### PDN straps and rails

Bar = 50 µm. Pins as bars on the die edge. Tap cells in grey.
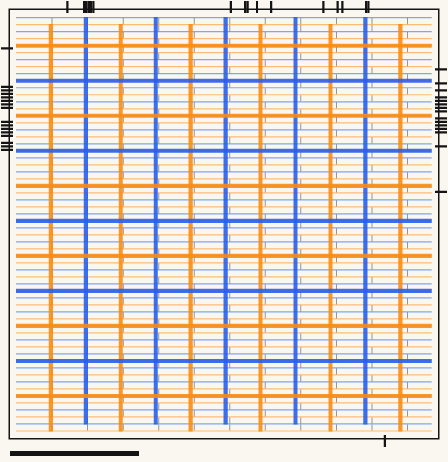
### Congestion heat map

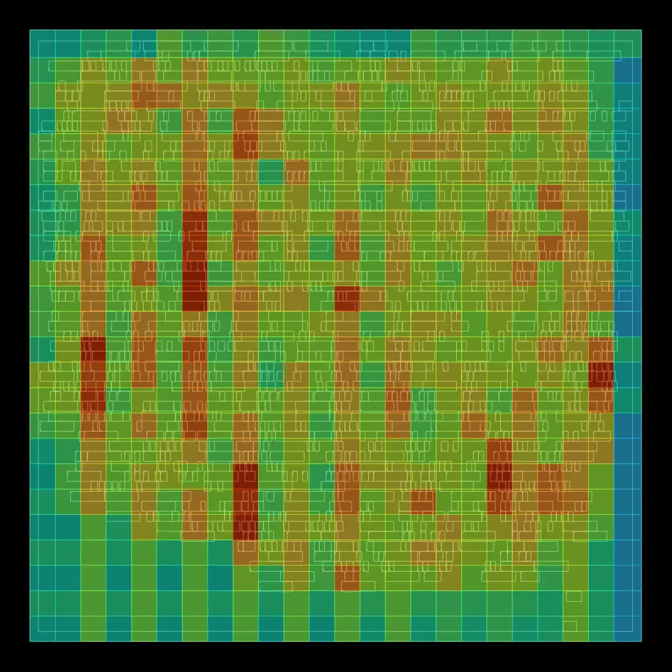
### M4 wires

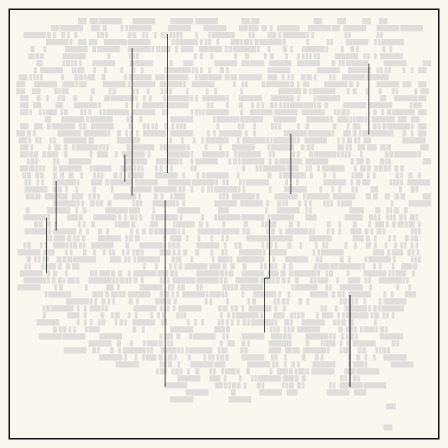
[config.mk]
export PLATFORM = sky130hd
export DESIGN_NAME = mult_pipeline_b
export DESIGN_NICKNAME = d
export VERILOG_FILES = /design/src/rtl/mult_pipeline_b.sv
export SDC_FILE = /design/constraint.sdc
export NUM_CORES = 1
export LEC_CHECK = 0
export ABC_AREA = 1
export CORE_MARGIN = 2
export CORE_UTILIZATION = 45
export CTS_CLUSTER_SIZE = 24
export DETAILED_ROUTE_END_ITERATION = 16
export SLEW_MARGIN = 20
export SYNTH_ARGS = -nofsm -noshare
export SYNTH_HDL_FRONTEND = slang
export SYNTH_SLANG_ARGS = --single-unit
[constraint.sdc]
create_clock -name clk -period 8.93 [get_ports clk]
set_input_delay 1.786 -clock clk [delete_from_list [all_inputs] [get_ports clk]]
set_output_delay 1.786 -clock clk [all_outputs]
set_load 0.005 [all_outputs]
[src/rtl/mult_pipeline_b.sv]
// Pipelined shift-add multiplier: signed/unsigned per transaction, tagged,
// globally stalled by output backpressure, with synchronous flush.
module mult_pipeline_b #(
   parameter int unsigned N  = 8,
   parameter int unsigned M  = 8,
   parameter int unsigned TW = 4
) (
   input  logic            clk,
   input  logic            rst,
   input  logic            flush,
   input  logic            in_valid,
   output logic            in_ready,
   input  logic            in_signed,
   input  logic [N-1:0]    in_a,
   input  logic [M-1:0]    in_b,
   input  logic [TW-1:0]   in_tag,
   output logic            out_valid,
   input  logic            out_ready,
   output logic [N+M-1:0]  out_result,
   output logic [TW-1:0]   out_tag
);

   localparam int unsigned PW = N + M;

   logic          vld_q [M];
   logic [N-1:0]  a_q   [M];
   logic [M-1:0]  b_q   [M];
   logic          neg_q [M];
   logic [PW-1:0] acc_q [M];
   logic [TW-1:0] tag_q [M];
   logic [PW-1:0] acc_nxt [M];

   logic          en;
   logic          accept;
   logic [N-1:0]  a_mag;
   logic [M-1:0]  b_mag;
   logic          neg_in;

   assign en       = !vld_q[M-1] || out_ready;
   assign in_ready = en && !flush;
   assign accept   = in_valid && in_ready;

   // Magnitudes are kept unsigned so the most negative operand maps exactly.
   assign a_mag  = (in_signed && in_a[N-1]) ? N'(-in_a) : in_a;
   assign b_mag  = (in_signed && in_b[M-1]) ? M'(-in_b) : in_b;
   assign neg_in = in_signed && (in_a[N-1] ^ in_b[M-1]);
   assign acc_nxt[0] = b_mag[0] ? PW'(a_mag) : '0;

   always_ff @(posedge clk or posedge rst) begin
      if (rst) begin
         vld_q[0] <= 1'b0;
         a_q[0]   <= '0;
         b_q[0]   <= '0;
         neg_q[0] <= 1'b0;
         acc_q[0] <= '0;
         tag_q[0] <= '0;
      end else if (flush) begin
         vld_q[0] <= 1'b0;
      end else if (en) begin
         vld_q[0] <= accept;
         if (accept) begin
            a_q[0]   <= a_mag;
            b_q[0]   <= b_mag;
            neg_q[0] <= neg_in;
            acc_q[0] <= acc_nxt[0];
            tag_q[0] <= in_tag;
         end
      end
   end

   for (genvar s = 1; s < M; s++) begin : g_stage
      logic [PW-1:0] addend;
      logic [PW-1:0] sum;

      assign addend = b_q[s-1][s] ? (PW'(a_q[s-1]) << s) : '0;
      assign sum    = acc_q[s-1] + addend;

      // The final stage folds in the sign fix-up.
      if (s == M - 1) begin : g_last
         assign acc_nxt[s] = neg_q[s-1] ? PW'(-sum) : sum;
      end else begin : g_mid
         assign acc_nxt[s] = sum;
      end

      always_ff @(posedge clk or posedge rst) begin
         if (rst) begin
            vld_q[s] <= 1'b0;
            a_q[s]   <= '0;
            b_q[s]   <= '0;
            neg_q[s] <= 1'b0;
            acc_q[s] <= '0;
            tag_q[s] <= '0;
         end else if (flush) begin
            vld_q[s] <= 1'b0;
         end else if (en) begin
            vld_q[s] <= vld_q[s-1];
            if (vld_q[s-1]) begin
               a_q[s]   <= a_q[s-1];
               b_q[s]   <= b_q[s-1];
               neg_q[s] <= neg_q[s-1];
               acc_q[s] <= acc_nxt[s];
               tag_q[s] <= tag_q[s-1];
            end
         end
      end
   end

   assign out_valid  = vld_q[M-1];
   assign out_result = acc_q[M-1];
   assign out_tag    = tag_q[M-1];

endmodule

==> results.ini <==
[final_layout]
fin_area_um2 = 13200
clock_buffers = 42
reg.largest.list = acc_q (83), a_q (56)
buffer_area_share_pct = 3.78
layout.nets = 1575
seq_share_pct = 43.4
inverters = 179
final-clk-cell-share_pct = 6.65
regMostFlops = acc_q
nFillCells = 2568
layout-drive-gt1-share_pct = 5.52
logic_area_um2 = 5010
syn2layout_area_growth_pct = 11.9
buffers = 51
comb_area_share_pct = 37.8
n_antenna_cell = 0
logic_gate_count = 996
regArea_um2 = 5760
fin_cells = 1839
largest_reg_flops = 83
flop-count = 230
largestClassByArea = registers

[global_route]
grtUsageMet2_pct = 29.9
met3_usage_pct = 2.22
grt_max_degree = 86
grt_use_met1_pct = 21.9
grt.busiest_layer = met2
track_usage_pct = 16.7
grt-ovfl-total = 0
grt_pass1_vias = 8692
antenna_found_initial = 0
grt_pass1_wl_mm = 40.1

[timing]
max_freq_mhz = 211
finalWorstSetupSlack_ps = 4200
slew_headroom_pct = 37.4
layout_min_cycle_time_ps = 4730
rsz0062_at_grt = false
skew_ps = 9.38
setup_violations = 0
worst_pin_slew_ps = 940
fin_worst_hold_slack_ps = 469
final_hold_viol_count = 0
finalCritPeriodShare_pct = 53.0
slew_violations = 0
fin_tns_setup_ps = 0

[placed_design]
routabilityCongestion = 0.790
place_inst = 1791
dpl_cell_area_um2 = 12400
dpl_worst_slack_ps = 4190
dpl.hpwl_mm = 16.1
portBuffers = 47

[critical_path]
critPathCaptureType = primary output
r2r_slack_ps = 6470
critPathRequiredTime_ps = 7140
worstSetupPathType = input port to primary output
crit_fanout = 3
cp.arrival_ps = 2940
worst_setup_path_start_kind = input port

[power]
leakage_nw = 7.19
finalPower_mw = 2.93
pwr_density_cell_nw_per_um2 = 221

[yosys]
yosys-stat-area_um2 = 11800
numSynthFlops = 230
synthDistinctLibCells = 35
ff_type = dfrtp_1
avgSynthCellArea_um2 = 8.04
synth_nets = 1564
yosys.area.top_type = dfrtp_1
yosys_warnings = 0
ys_cells = 1473
postSynth.asyncResetShare_pct = 100
netlist_top_cells_count = nand2_1 (554), dfrtp_1 (230), inv_1 (172)
edf_count = 0
most_common_cell = nand2_1
synth_area_um2 = 11800
top_cell_area_share_pct = 48.6
postSynthSeqShare_pct = 48.6
netlist_instances = 1473
synthTopCellsByArea = dfrtp_1 (49%), nand2_1 (18%), ha_1 (6.1%), o21ai_0 (5.8%), inv_1 (5.5%)

[floorplanning]
dieArea_um2 = 27600
core_area_um2 = 25900
tap_cells = 335
rows = 59
fp_util_pct = 45.7
die-width_um = 166
io_pins = 48

[detailed_routing]
vias_per_cell = 4.77
first_iter_violations = 309
drcViolationCount = 0
final_antenna_net_count = 0
dr.pass1.iters = 4

[status]
status = finished clean

[clock_tree]
cts_max_level = 1
cts-resized-gates = 0
cts_tree = done
cts_root_buf = clkbuf_16
clk_latency_ps = 520
cts_sinks = 230
path_clk_slew_ps = 60
postCtsHoldBufs = 0
cts_buffer_depth = 3
post_cts_buffers = 0
cts_buffers = 26

[run]
tool_warnings = 26
max-cap-violations = 0

[min_path]
hold_path_class = flip-flop to flip-flop

Back to the opening pictures, 'PDN straps and rails':
| net | colour |
|---|---|
| VDD | blue |
| VSS | orange |
tap cells: 335
met4 straps: 11
met1 rails: 60
Peak VDD IR: 0.143 mV
Die H: 166 µm

Back to the opening pictures, 'Congestion heat map':
per-cell routed wire length: 12.2 µm
Final Core Density: 51.1%

Back to the opening pictures, 'M4 wires':
longest straight run: 72.1 µm
nets with wire on the layer: 4
main direction: vertical
share of all routed wire: 1.6%
wire length on this layer: 364 µm
final wirelength: 22.4 mm
vias: 8,777

-- per-layer routing --
layer / wire [µm] / vias up
met2: 10900 / 82
met3: 572 / 26
met5: 0 / -
met1: 10500 / 4048
met4: 364 / 0
li1: - / 4621
-- worst max-delay path: stages --
cell	delay, ps
clkdlybuf4s50_1	470
nor2_2	60
nor2_4	120
clkdlybuf4s50_1	510
-- cells in the final DEF, fill, tap and decap left out, types with 2 or more instances in the layout --
cell type and instances:
ha_1 58, inv_1 171, nand3_1 46, clkbuf_16 27
nand4_1 12, o211ai_1 9, fa_1 7, buf_4 4
nand2_2 6, clkbuf_1 6, nor3_1 6, a21oi_1 49
nand3b_1 3, xor2_1 24, nand2_1 554, nor2_1 48
or2_2 10, inv_2 5, a31oi_1 2, clkinv_2 4
o31ai_1 2, nor2_4 6, clkdlybuf4s50_1 47, xnor2_1 2
nor2_2 5, dfrtp_1 230, o21ai_1 3, o22ai_1 2
o21ai_0 138, clkbuf_8 9
-- final timing paths --
kind / start / end / depth (start not counted)
max: out_ready / in_ready / 4
min: b_q[59]$_DFFE_PP0P_ / b_q[51]$_DFFE_PP0P_ / 2
max reg2reg: b_q[15]$_DFFE_PP0P_ / out_result[14]$_DFFE_PP0P_ / 14
min reg2reg: b_q[59]$_DFFE_PP0P_ / b_q[51]$_DFFE_PP0P_ / 2
max in group asynchronous: rst / a_q[32]$_DFFE_PP0P_ / 3
min in group asynchronous: rst / a_q[21]$_DFFE_PP0P_ / 2
-- kinds of logic after synthesis --
group,Yosys count,synth area share (%)
buf+inv,247,9.05
xor+xnor,27,2.06
flops,230,48.6
fa+ha+maj,65,7.31
compound gates,207,9.08
simple gates,697,23.9
-- power by group --
part	switching [mW]	total, mW	internal (mW)
sequential	0.133	1.37	1.24
combinational	0.283	0.495	0.211
clock	0.407	1.06	0.655
Power figures rest on the tool's default switching activity, not on a simulated workload.
